### src/rtl/fx3_egress_arbiter_pkg.sv
// ---------------------------------------------------------------------------
// fx3_egress_arbiter_pkg
//   Shared definitions for the fx3 egress arbiter:
//   - FSM state encodings (3-bit, kept as plain constants for older tools)
//   - egress header field positions
//   - minimum legal egress buffer size
//   - make_header(): builds the header word that prefixes every chunk
// ---------------------------------------------------------------------------
package fx3_egress_arbiter_pkg;

    localparam logic [2:0] ST_IDLE    = 3'd0;
    localparam logic [2:0] ST_CHECK   = 3'd1;
    localparam logic [2:0] ST_EG_ACQ  = 3'd2;
    localparam logic [2:0] ST_HEADER  = 3'd3;
    localparam logic [2:0] ST_PAYLOAD = 3'd4;
    localparam logic [2:0] ST_EG_REL  = 3'd5;

    localparam int LAST_BIT  = 31;
    localparam int ID_MSB    = 27;
    localparam int ID_LSB    = 24;
    localparam int COUNT_MSB = 23;

    // One header word plus at least one payload word must fit.
    localparam logic [23:0] MIN_EGRESS_SIZE = 24'd2;

    // Header: {last, 3'b000, source id, chunk word count}
    function automatic logic [31:0] make_header(input logic        last,
                                                input logic [3:0]  id,
                                                input logic [23:0] count);
        logic [31:0] h;
        h                  = '0;
        h[LAST_BIT]        = last;
        h[ID_MSB:ID_LSB]   = id;
        h[COUNT_MSB:0]     = count;
        return h;
    endfunction

endpackage

### src/rtl/fx3_egress_arbiter_if.sv
// ---------------------------------------------------------------------------
// fx3_egress_arbiter_if
//   Bundles the two upstream FIFO read sides and the egress FIFO write side.
//
//   Handshake: a FIFO owner raises *_ready when a buffer is available; the
//   consumer takes ownership by raising *_activate and holds it until done.
//   While activated, *_strobe is a single-cycle transfer qualifier: one word
//   moves on every clock edge where strobe is high, and strobe is only ever
//   high while the matching activate is high. Source data is
//   first-word-fall-through and advances the cycle after a strobe.
//
//   Modports:
//     slave  - the arbiter (consumes i_*, drives o_*)
//     master - the surrounding FIFOs / environment
// ---------------------------------------------------------------------------
interface fx3_egress_arbiter_if;

    logic        i_src0_ready;
    logic        o_src0_activate;
    logic [23:0] i_src0_size;
    logic [31:0] i_src0_data;
    logic        o_src0_strobe;

    logic        i_src1_ready;
    logic        o_src1_activate;
    logic [23:0] i_src1_size;
    logic [31:0] i_src1_data;
    logic        o_src1_strobe;

    logic [1:0]  i_egress_ready;
    logic [1:0]  o_egress_activate;
    logic [23:0] i_egress_size;
    logic [31:0] o_egress_data;
    logic        o_egress_strobe;

    modport slave (
        input  i_src0_ready, i_src0_size, i_src0_data,
        output o_src0_activate, o_src0_strobe,
        input  i_src1_ready, i_src1_size, i_src1_data,
        output o_src1_activate, o_src1_strobe,
        input  i_egress_ready, i_egress_size,
        output o_egress_activate, o_egress_data, o_egress_strobe
    );

    modport master (
        output i_src0_ready, i_src0_size, i_src0_data,
        input  o_src0_activate, o_src0_strobe,
        output i_src1_ready, i_src1_size, i_src1_data,
        input  o_src1_activate, o_src1_strobe,
        output i_egress_ready, i_egress_size,
        input  o_egress_activate, o_egress_data, o_egress_strobe
    );

endinterface

### src/rtl/fx3_rr_pick.sv
// ---------------------------------------------------------------------------
// fx3_rr_pick
//   Two-requester round-robin selector (purely combinational).
//   Ports:
//     req        in  2  request bits {src1, src0}
//     last_grant in  1  index of the source served most recently
//     grant      out 2  one-hot winner, zero when nobody requests
//   On a tie the source that was not served last wins.
// ---------------------------------------------------------------------------
module fx3_rr_pick (
    input  logic [1:0] req,
    input  logic       last_grant,
    output logic [1:0] grant
);

    always_comb begin
        grant = 2'b00;
        case (req)
            2'b01:   grant = 2'b01;
            2'b10:   grant = 2'b10;
            2'b11:   grant = last_grant ? 2'b01 : 2'b10;
            default: grant = 2'b00;
        endcase
    end

endmodule

### src/rtl/fx3_egress_arbiter.sv
// ---------------------------------------------------------------------------
// fx3_egress_arbiter
//   Shares the single fx3_bus egress ping-pong FIFO between two upstream
//   ping-pong FIFO read sides. One source buffer is drained at a time and cut
//   into egress-sized chunks; each chunk is preceded by a header word
//   {last, 3'b000, id, count} so the host can demultiplex the stream.
//
//   Ports:
//     clk      in   1  clock
//     rst_n    in   1  asynchronous active-low reset
//     bus      if      source/egress FIFO signals (slave modport)
//     o_grant  out  2  one-hot source currently served
//     o_busy   out  1  FSM not idle
//     o_state  out  3  FSM state (debug visibility)
// ---------------------------------------------------------------------------
module fx3_egress_arbiter
    import fx3_egress_arbiter_pkg::*;
#(
    parameter logic [3:0] SRC0_ID = 4'h0,
    parameter logic [3:0] SRC1_ID = 4'h1
) (
    input  logic                        clk,
    input  logic                        rst_n,
    fx3_egress_arbiter_if.slave         bus,
    output logic [1:0]                  o_grant,
    output logic                        o_busy,
    output logic [2:0]                  o_state
);

    logic [2:0]  state;
    logic        last_grant;     // 0 = src0 served last, 1 = src1
    logic [1:0]  grant;          // doubles as the source activate pair
    logic [23:0] remaining;
    logic [23:0] chunk;
    logic [23:0] cnt;
    logic        last;
    logic [1:0]  eg_act;
    logic [31:0] eg_data;
    logic        eg_strobe;

    logic [1:0]  pick;
    logic [31:0] src_data;
    logic [23:0] src_size;
    logic [3:0]  src_id;
    logic [23:0] size_m1;
    logic [23:0] next_chunk;
    logic        next_last;
    logic        pop;
    logic [1:0]  eg_pick;

    fx3_rr_pick u_rr_pick (
        .req        ({bus.i_src1_ready, bus.i_src0_ready}),
        .last_grant (last_grant),
        .grant      (pick)
    );

    always_comb begin
        src_data = grant[1] ? bus.i_src1_data : bus.i_src0_data;
        src_size = grant[1] ? bus.i_src1_size : bus.i_src0_size;
        src_id   = grant[1] ? SRC1_ID         : SRC0_ID;

        // Room left after the header word. An illegal (too small) egress
        // size is clamped so a chunk can never be zero and stall the FSM.
        if (bus.i_egress_size < MIN_EGRESS_SIZE) begin
            size_m1 = 24'd1;
        end else begin
            size_m1 = bus.i_egress_size - 24'd1;
        end
        next_chunk = (remaining < size_m1) ? remaining : size_m1;
        next_last  = (next_chunk == remaining);

        // Lowest free egress buffer wins.
        if (bus.i_egress_ready[0]) begin
            eg_pick = 2'b01;
        end else if (bus.i_egress_ready[1]) begin
            eg_pick = 2'b10;
        end else begin
            eg_pick = 2'b00;
        end

        pop = (state == ST_PAYLOAD) && (cnt < chunk);
    end

    always_ff @(posedge clk or negedge rst_n) begin
        if (!rst_n) begin
            state      <= ST_IDLE;
            last_grant <= 1'b1;
            grant      <= 2'b00;
            remaining  <= '0;
            chunk      <= '0;
            cnt        <= '0;
            last       <= 1'b0;
            eg_act     <= 2'b00;
            eg_data    <= '0;
            eg_strobe  <= 1'b0;
        end else begin
            case (state)
                ST_IDLE: begin
                    if (pick != 2'b00) begin
                        grant      <= pick;
                        last_grant <= pick[1];
                        state      <= ST_CHECK;
                    end
                end

                // The size input is only valid once the source is activated.
                ST_CHECK: begin
                    if (src_size == 24'd0) begin
                        grant <= 2'b00;
                        state <= ST_IDLE;
                    end else begin
                        remaining <= src_size;
                        state     <= ST_EG_ACQ;
                    end
                end

                // First cycle claims an egress buffer; the cycle after, its
                // size is valid and the chunk and header are formed.
                ST_EG_ACQ: begin
                    if (eg_act == 2'b00) begin
                        if (bus.i_egress_ready != 2'b00) begin
                            eg_act <= eg_pick;
                        end
                    end else begin
                        chunk     <= next_chunk;
                        last      <= next_last;
                        eg_data   <= make_header(next_last, src_id, next_chunk);
                        eg_strobe <= 1'b1;
                        state     <= ST_HEADER;
                    end
                end

                ST_HEADER: begin
                    eg_strobe <= 1'b0;
                    cnt       <= '0;
                    state     <= ST_PAYLOAD;
                end

                // Each popped word is written one cycle later; the cycle that
                // finds cnt == chunk is the one writing the final word.
                ST_PAYLOAD: begin
                    if (pop) begin
                        eg_data   <= src_data;
                        eg_strobe <= 1'b1;
                        cnt       <= cnt + 24'd1;
                    end else begin
                        eg_strobe <= 1'b0;
                        state     <= ST_EG_REL;
                    end
                end

                ST_EG_REL: begin
                    eg_act    <= 2'b00;
                    remaining <= remaining - chunk;
                    if (last) begin
                        grant <= 2'b00;
                        state <= ST_IDLE;
                    end else begin
                        state <= ST_EG_ACQ;
                    end
                end

                default: begin
                    state <= ST_IDLE;
                end
            endcase
        end
    end

    assign bus.o_src0_activate   = grant[0];
    assign bus.o_src1_activate   = grant[1];
    assign bus.o_src0_strobe     = pop & grant[0];
    assign bus.o_src1_strobe     = pop & grant[1];
    assign bus.o_egress_activate = eg_act;
    assign bus.o_egress_data     = eg_data;
    assign bus.o_egress_strobe   = eg_strobe;

    assign o_grant = grant;
    assign o_busy  = (state != ST_IDLE);
    assign o_state = state;

endmodule
### src/flat_wrapper.sv
// flat-port wrapper written by rule: the top's interface ports become plain ports
module fx3_egress_arbiter_flat import fx3_egress_arbiter_pkg::*;
#(
    parameter logic [3:0] SRC0_ID = 4'h0,
    parameter logic [3:0] SRC1_ID = 4'h1
)
  (clk, rst_n, o_grant, o_busy, o_state, bus_i_src0_ready, bus_i_src0_size, bus_i_src0_data, bus_o_src0_activate, bus_o_src0_strobe, bus_i_src1_ready, bus_i_src1_size, bus_i_src1_data, bus_o_src1_activate, bus_o_src1_strobe, bus_i_egress_ready, bus_i_egress_size, bus_o_egress_activate, bus_o_egress_data, bus_o_egress_strobe);
  fx3_egress_arbiter_if bus_i ();
  input  logic clk;
  input  logic rst_n;
  output logic [1:0] o_grant;
  output logic o_busy;
  output logic [2:0] o_state;
  input wire logic [$bits(bus_i.i_src0_ready)-1:0] bus_i_src0_ready;
  input wire logic [$bits(bus_i.i_src0_size)-1:0] bus_i_src0_size;
  input wire logic [$bits(bus_i.i_src0_data)-1:0] bus_i_src0_data;
  output wire logic [$bits(bus_i.o_src0_activate)-1:0] bus_o_src0_activate;
  output wire logic [$bits(bus_i.o_src0_strobe)-1:0] bus_o_src0_strobe;
  input wire logic [$bits(bus_i.i_src1_ready)-1:0] bus_i_src1_ready;
  input wire logic [$bits(bus_i.i_src1_size)-1:0] bus_i_src1_size;
  input wire logic [$bits(bus_i.i_src1_data)-1:0] bus_i_src1_data;
  output wire logic [$bits(bus_i.o_src1_activate)-1:0] bus_o_src1_activate;
  output wire logic [$bits(bus_i.o_src1_strobe)-1:0] bus_o_src1_strobe;
  input wire logic [$bits(bus_i.i_egress_ready)-1:0] bus_i_egress_ready;
  input wire logic [$bits(bus_i.i_egress_size)-1:0] bus_i_egress_size;
  output wire logic [$bits(bus_i.o_egress_activate)-1:0] bus_o_egress_activate;
  output wire logic [$bits(bus_i.o_egress_data)-1:0] bus_o_egress_data;
  output wire logic [$bits(bus_i.o_egress_strobe)-1:0] bus_o_egress_strobe;
  assign bus_i.i_src0_ready = bus_i_src0_ready;
  assign bus_i.i_src0_size = bus_i_src0_size;
  assign bus_i.i_src0_data = bus_i_src0_data;
  assign bus_o_src0_activate = bus_i.o_src0_activate;
  assign bus_o_src0_strobe = bus_i.o_src0_strobe;
  assign bus_i.i_src1_ready = bus_i_src1_ready;
  assign bus_i.i_src1_size = bus_i_src1_size;
  assign bus_i.i_src1_data = bus_i_src1_data;
  assign bus_o_src1_activate = bus_i.o_src1_activate;
  assign bus_o_src1_strobe = bus_i.o_src1_strobe;
  assign bus_i.i_egress_ready = bus_i_egress_ready;
  assign bus_i.i_egress_size = bus_i_egress_size;
  assign bus_o_egress_activate = bus_i.o_egress_activate;
  assign bus_o_egress_data = bus_i.o_egress_data;
  assign bus_o_egress_strobe = bus_i.o_egress_strobe;
  fx3_egress_arbiter #(.SRC0_ID(SRC0_ID), .SRC1_ID(SRC1_ID)) u_core (.clk(clk), .rst_n(rst_n), .bus(bus_i), .o_grant(o_grant), .o_busy(o_busy), .o_state(o_state));
endmodule
### config.mk
export PLATFORM = sky130hd
export DESIGN_NAME = fx3_egress_arbiter_flat
export DESIGN_NICKNAME = d
export VERILOG_FILES = /design/src/rtl/fx3_egress_arbiter_pkg.sv /design/src/rtl/fx3_egress_arbiter_if.sv /design/src/rtl/fx3_rr_pick.sv /design/src/rtl/fx3_egress_arbiter.sv /design/src/flat_wrapper.sv
export SDC_FILE = /design/constraint.sdc
export NUM_CORES = 1
export LEC_CHECK = 0
export ABC_CLOCK_PERIOD_IN_PS = 3700
export CAP_MARGIN = 10
export CORE_MARGIN = 3
export CORE_UTILIZATION = 30
export CTS_BUF_LIST = sky130_fd_sc_hd__clkbuf_8 sky130_fd_sc_hd__clkbuf_16
export CTS_CLUSTER_SIZE = 10
export DETAILED_ROUTE_END_ITERATION = 8
export SLEW_MARGIN = 20
export SYNTH_ARGS = -nofsm -noshare
export SYNTH_HDL_FRONTEND = slang
export SYNTH_SLANG_ARGS = --single-unit
### constraint.sdc
create_clock -name clk -period 3.7 [get_ports clk]
set_input_delay 0.555 -clock clk [delete_from_list [all_inputs] [get_ports clk]]
set_output_delay 0.555 -clock clk [all_outputs]
set_load 0.05 [all_outputs]
route_heat.png
36 x 36 tiles, from dark blue (low) to red (high), scaled to the fullest tile. Values are wire area over tile area, all layers added.
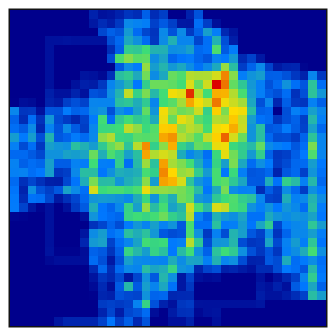
densest ninth of the die = centre
mean over tiles = 0.18
emptiest ninth of the die = lower left
fullest tile = 0.77
tiles over half the peak = 13%

port_trees.png
Bar = 50 um.
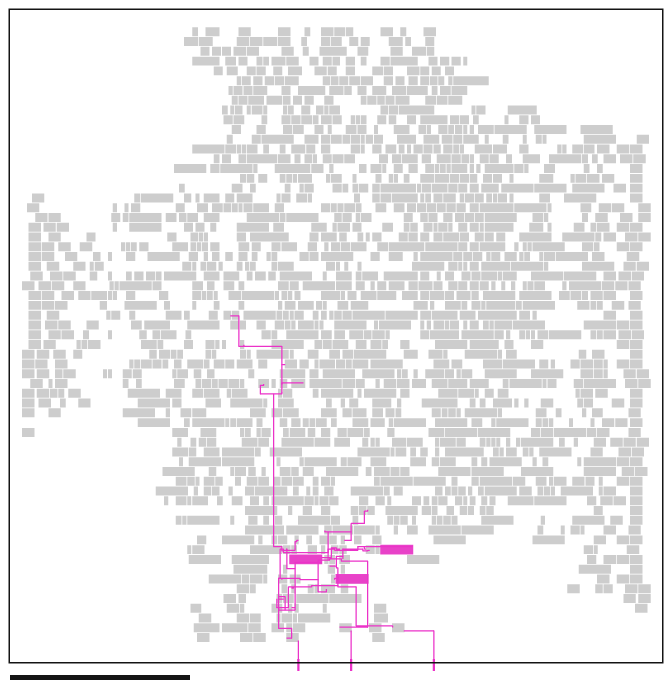
o_state -> magenta  # bits 3, direction output, end cells 3, buffers 4, wire 431 um

==> Changelog: implementation <==
## Implementation

- Status: complete, but fails checks
- Violations in the final reports: setup timing
- Number of antenna repair diodes: 0
- Placed cell count: 1765
- Worst slack, placed: -1113 ps
- Clock Path Buffers: 2
- Post-detail-place hpwl: 26.94 mm
- Residual DRC: 0
- Switching power: 0.001103 W
- Vias in the first global route: 9889
- I/O pin count: 187
- Number of search-and-repair iterations in the first detailed-routing pass: 5
- Area Overhead vs Synth: 54.62%
- Number of buffers added by the clock tree synthesis step: 17
- Synthesized Nets: 1305
- Arrival time of the worst setup path: 4280 ps
- Comb. cell area: 6536 um^2
- Core ar.: 30030 um^2
- Cell taking the most area after synthesis: sky130_fd_sc_hd__dfrtp_1
- Final Core Density: 47.58%
- Worst path cell trace: buf_6 -> nor4_4 -> buf_4 -> buf_4 -> nand4_1 -> or3_4 -> xor2_4 -> nor2_4 -> inv_2 -> ha_4 -> a21o_1 -> a21o_1 -> a211oi_2 -> o21bai_1 -> a21o_1 -> a221oi_4 -> buf_6 -> buf_12 -> mux2i_2 -> nand2_1 -> a22o_1
- Internal power: 0.002880 W
- Headroom to the max-slew limit: 41.91%
- Met3 Resource Use GR: 3.946%
- Tool warning count: 29
- Master of the slowest instance on the critical path: sky130_fd_sc_hd__or3_4
- Global-route layer with the greatest usage: met2
- Comb pwr share: 24.4%
- Total number of vias: 10077
- Clock latency reported for the late side of the worst-skew pair: 430 ps
- Worst Tran Pin Value: 871.4 ps
- Biggest area contributors in the synthesized netlist: sky130_fd_sc_hd__dfrtp_1 31%, sky130_fd_sc_hd__ha_1 9.6%, sky130_fd_sc_hd__mux2i_1 7.8%
- Wire length of the first global-routing pass: 55.80 mm
- Sequential cell area: 2858 um^2
- Pwr per Cell Area: 278.8 nW/um^2
- Met1 track utilization from global routing: 30.15%
- Gp weighted congestion: 0.9549
- Peak VDD IR: 0.3358 mV
- Post-DRT Antenna Nets: 0
- Synthesized instance count: 1091
- Final setup viols: 50
- Routed length on met1: 16.23 mm
- Max Used Layer: met4
- Final Max Tran Viols: 0
- FF+latch count, synth: 114
- Sequential element share of the synthesized area: 30.88%
- Antenna violations before repair: 0
- Top delay family on crit path: AND-OR/OR-AND gates
- Layout Nets: 1673
- Detailed Route Iter0 Violations: 673
- Area of the mapped netlist: 9241 um^2
- Setup repair after global routing missed its margin: true
- Relative contribution of the clock network to total power: 42.9%
- Clock slew seen by the registers of the worst setup and hold paths: 60 ps
- Crit path launch type: primary input
- Largest net degree at the start of global routing: 62
- Portion of synthesized cell area occupied by the leading cell type: 30.60%
- Critical path's most frequent cell: sky130_fd_sc_hd__a21o_1
- Count of final hold-check violations: 0
- # Cells Yosys: 1091
- CTS Root Cell: sky130_fd_sc_hd__clkbuf_16
- H-tree depth reported by CTS: 4
- Count of input and output buffers: 186
- Post_cts resized: 166
- Classification of the worst-slack hold path: in -> async
- Max Clock Freq: 252.0 MHz
- Overall fraction of global-route tracks in use: 21.36%
- Total die size: 32950 um^2
- Number of library cell types mapped by synthesis: 76
- Placed Area: 12600 um^2
- Area of the synthesized netlist per yosys stat: 9241 um^2
- Post-route clock period utilization: 107.3%
- Critical Path Max Stage Delay: 390 ps
- Die Span Y: 181.5 um
- Total number of clock tree sinks: 114
- Post-Layout Inst Area: 14290 um^2
- Post-DR vias/cell: 5.412
- Min cycle time layout: 3969 ps
- Clock group power: 0.00171 W
- Max FO, Critical Path: 7
- Combinational logic power: 0.000972 W
- Post-synth EDFFs: 0
- Routed wire length on met2: 15.56 mm
- Switching portion of total power: 27.70%
- Start of the worst register-to-register path: u_core.remaining[0]
- TritonCTS clock tree: done
- Total Wirelength: 35.96 mm
- Combined buffer and inverter count along the critical path: 6
- Fin worst setup slack: -268.9 ps
- Post-CTS setup buffer count: 62
- Leak Pwr: 6.176 nW
- Total number of placement rows: 63
- Overall die width: 181.5 um
- Number of hold buffers added after CTS: 0
- Crit end category: flop
- Count of placed standard cells in the final layout, fillers left out: 1862
- Top logic cells by instance count in the layout: 191 x sky130_fd_sc_hd__buf_4, 163 x sky130_fd_sc_hd__clkdlybuf4s50_1, 126 x sky130_fd_sc_hd__nand2_1
- Synth warn: 0
- Fraction of final layout cells sized beyond drive strength 1: 25.27%
- Startpoint-to-endpoint class of the critical path: in -> reg
- Tally of max-capacitance violations: 0
- Average wire length per cell after detail routing: 19.31 um
- Most frequent standard cell in the layout excluding fill and tap cells: sky130_fd_sc_hd__buf_4
- Final-layout fill cell count: 2849
- GR met2 Demand/Resource: 32.47%
- Post-route clock skew: 14.19 ps
- Total gr overflow: 0
- Flip-flop and latch power: 0.00130 W
- Group drawing the most power: the clock network
- Flop pwr share: 32.7%
- Critical Path RT: 4010 ps
- Mean area per synthesized cell: 8.471 um^2
- Critical path startpoint: bus_i_egress_size[7]
- Most common reg cell: sky130_fd_sc_hd__dfrtp_1
- FFs w/ async S/R, synth: 100.0%
- Fraction of the core area occupied by cells at floorplan: 30.77%
- Detailed route wirelength on metal3: 2.898 mm
floorplan.png
Bar = 50 um. Pins as bars on the die edge. Tap cells in grey.
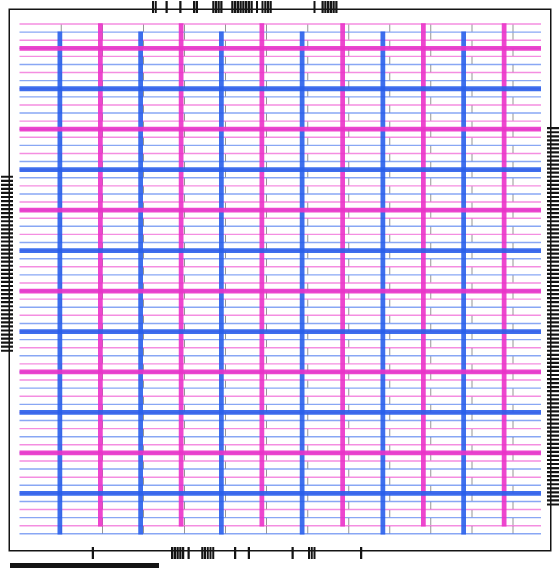
VDD -> magenta
VSS -> blue
met4 straps = 12
tap cells = 390
met1 rails = 64
rows = 63

## worst paths after layout
path	end	cells past startpoint	slack, ps
hold reg to reg	u_core.bus.o_egress_data[25]	2	480
setup reg to reg	u_core.remaining[20]	12	380
setup / recovery	u_core.bus.o_egress_data[14]	21	-270
max in group asynchronous	u_core.cnt[10]	2	2710
hold / removal	u_core.bus.o_egress_data[24]	1	230
min in group clk	u_core.bus.o_egress_data[25]	2	480
## area by class of cell
class / count / share of cell area (%)
Clock buffer: 17 / 2.977
Clock inverter: 15 / 1.235
Inverter: 62 / 1.646
Multi-Input combinational cell: 865 / 45.74
Sequential cell: 114 / 20.00
Tap cell: 390 / 3.415
Timing Repair Buffer: 399 / 24.98
## flip-flops by register name (all words and copies together) (netlist names)
register	count
u_core.remaining	24
u_core.bus.o_egress_strobe	1
u_core.cnt	24
u_core.bus.o_egress_data	32
u_core.o_state	3
u_core.chunk	24
u_core.last	1
u_core.last_grant	1
u_core.bus.o_egress_activate	2
u_core.o_grant	2
## Yosys cell counts, drive strengths merged, types with 4 or more instances
| master | instances |
|---|---|
| xor2 | 27 |
| buf | 16 |
| o31ai | 12 |
| o211ai | 24 |
| nand3 | 18 |
| nand4 | 19 |
| a211oi | 10 |
| clkbuf | 34 |
| mux2 | 10 |
| a31oi | 11 |
| a221oi | 4 |
| o21ai | 101 |
| nand2 | 131 |
| and4 | 4 |
| and2 | 9 |
| o22ai | 5 |
| inv | 62 |
| mux2i | 72 |
| nor3 | 24 |
| nor2 | 71 |
| o2111ai | 5 |
| a22o | 15 |
| or3 | 14 |
| nor2b | 9 |
| and3 | 8 |
| o21a | 11 |
| a21o | 20 |
| nor4 | 13 |
| or4 | 9 |
| ha | 71 |
| dfrtp | 113 |
| a2111oi | 4 |
| a21oi | 62 |
| nand2b | 10 |
| xnor2 | 22 |
## kinds of logic (layout without fill, tap and decap cells)
kind of cell | count (synthesis) | in the layout | share of synthesized area (%)
adders and majority gates | 72 | 72 | 9.829
AOI/OAI and AO/OA | 313 | 313 | 21.96
muxes | 82 | 82 | 9.017
buffers and inverters | 112 | 493 | 4.887
xor gates and xnor gates | 50 | 50 | 4.901
DFF | 114 | 114 | 30.88
and+or+nand+nor | 348 | 348 | 18.52
## per-stage QoR
step	power, W	setup TNS (ps)	hold WS [ps]
after detailed placement	0.002170	-49920	470.5
after global placement	0.002164	-48940	460.0
after CTS	0.003977	-6706	272.3
after global routing	0.004140	-15840	309.8
after floorplan	0.001729	-17670	259.4
final	0.003984	-8978	234.3
## worst reg2reg max path, cell delays in order (launching register included)
cell,delay [ps]
sky130_fd_sc_hd__dfrtp_1,460
sky130_fd_sc_hd__inv_1,190
sky130_fd_sc_hd__ha_1,220
sky130_fd_sc_hd__fa_1,210
sky130_fd_sc_hd__nor2b_1,60
sky130_fd_sc_hd__o21a_1,180
sky130_fd_sc_hd__o21ai_0,350
sky130_fd_sc_hd__a211oi_1,160
sky130_fd_sc_hd__o21ai_0,640
sky130_fd_sc_hd__o21ai_0,200
sky130_fd_sc_hd__a21oi_1,220
sky130_fd_sc_hd__xor2_1,190
sky130_fd_sc_hd__o21ai_0,90
No activity file was given, so power comes from the tool's default toggle rates.
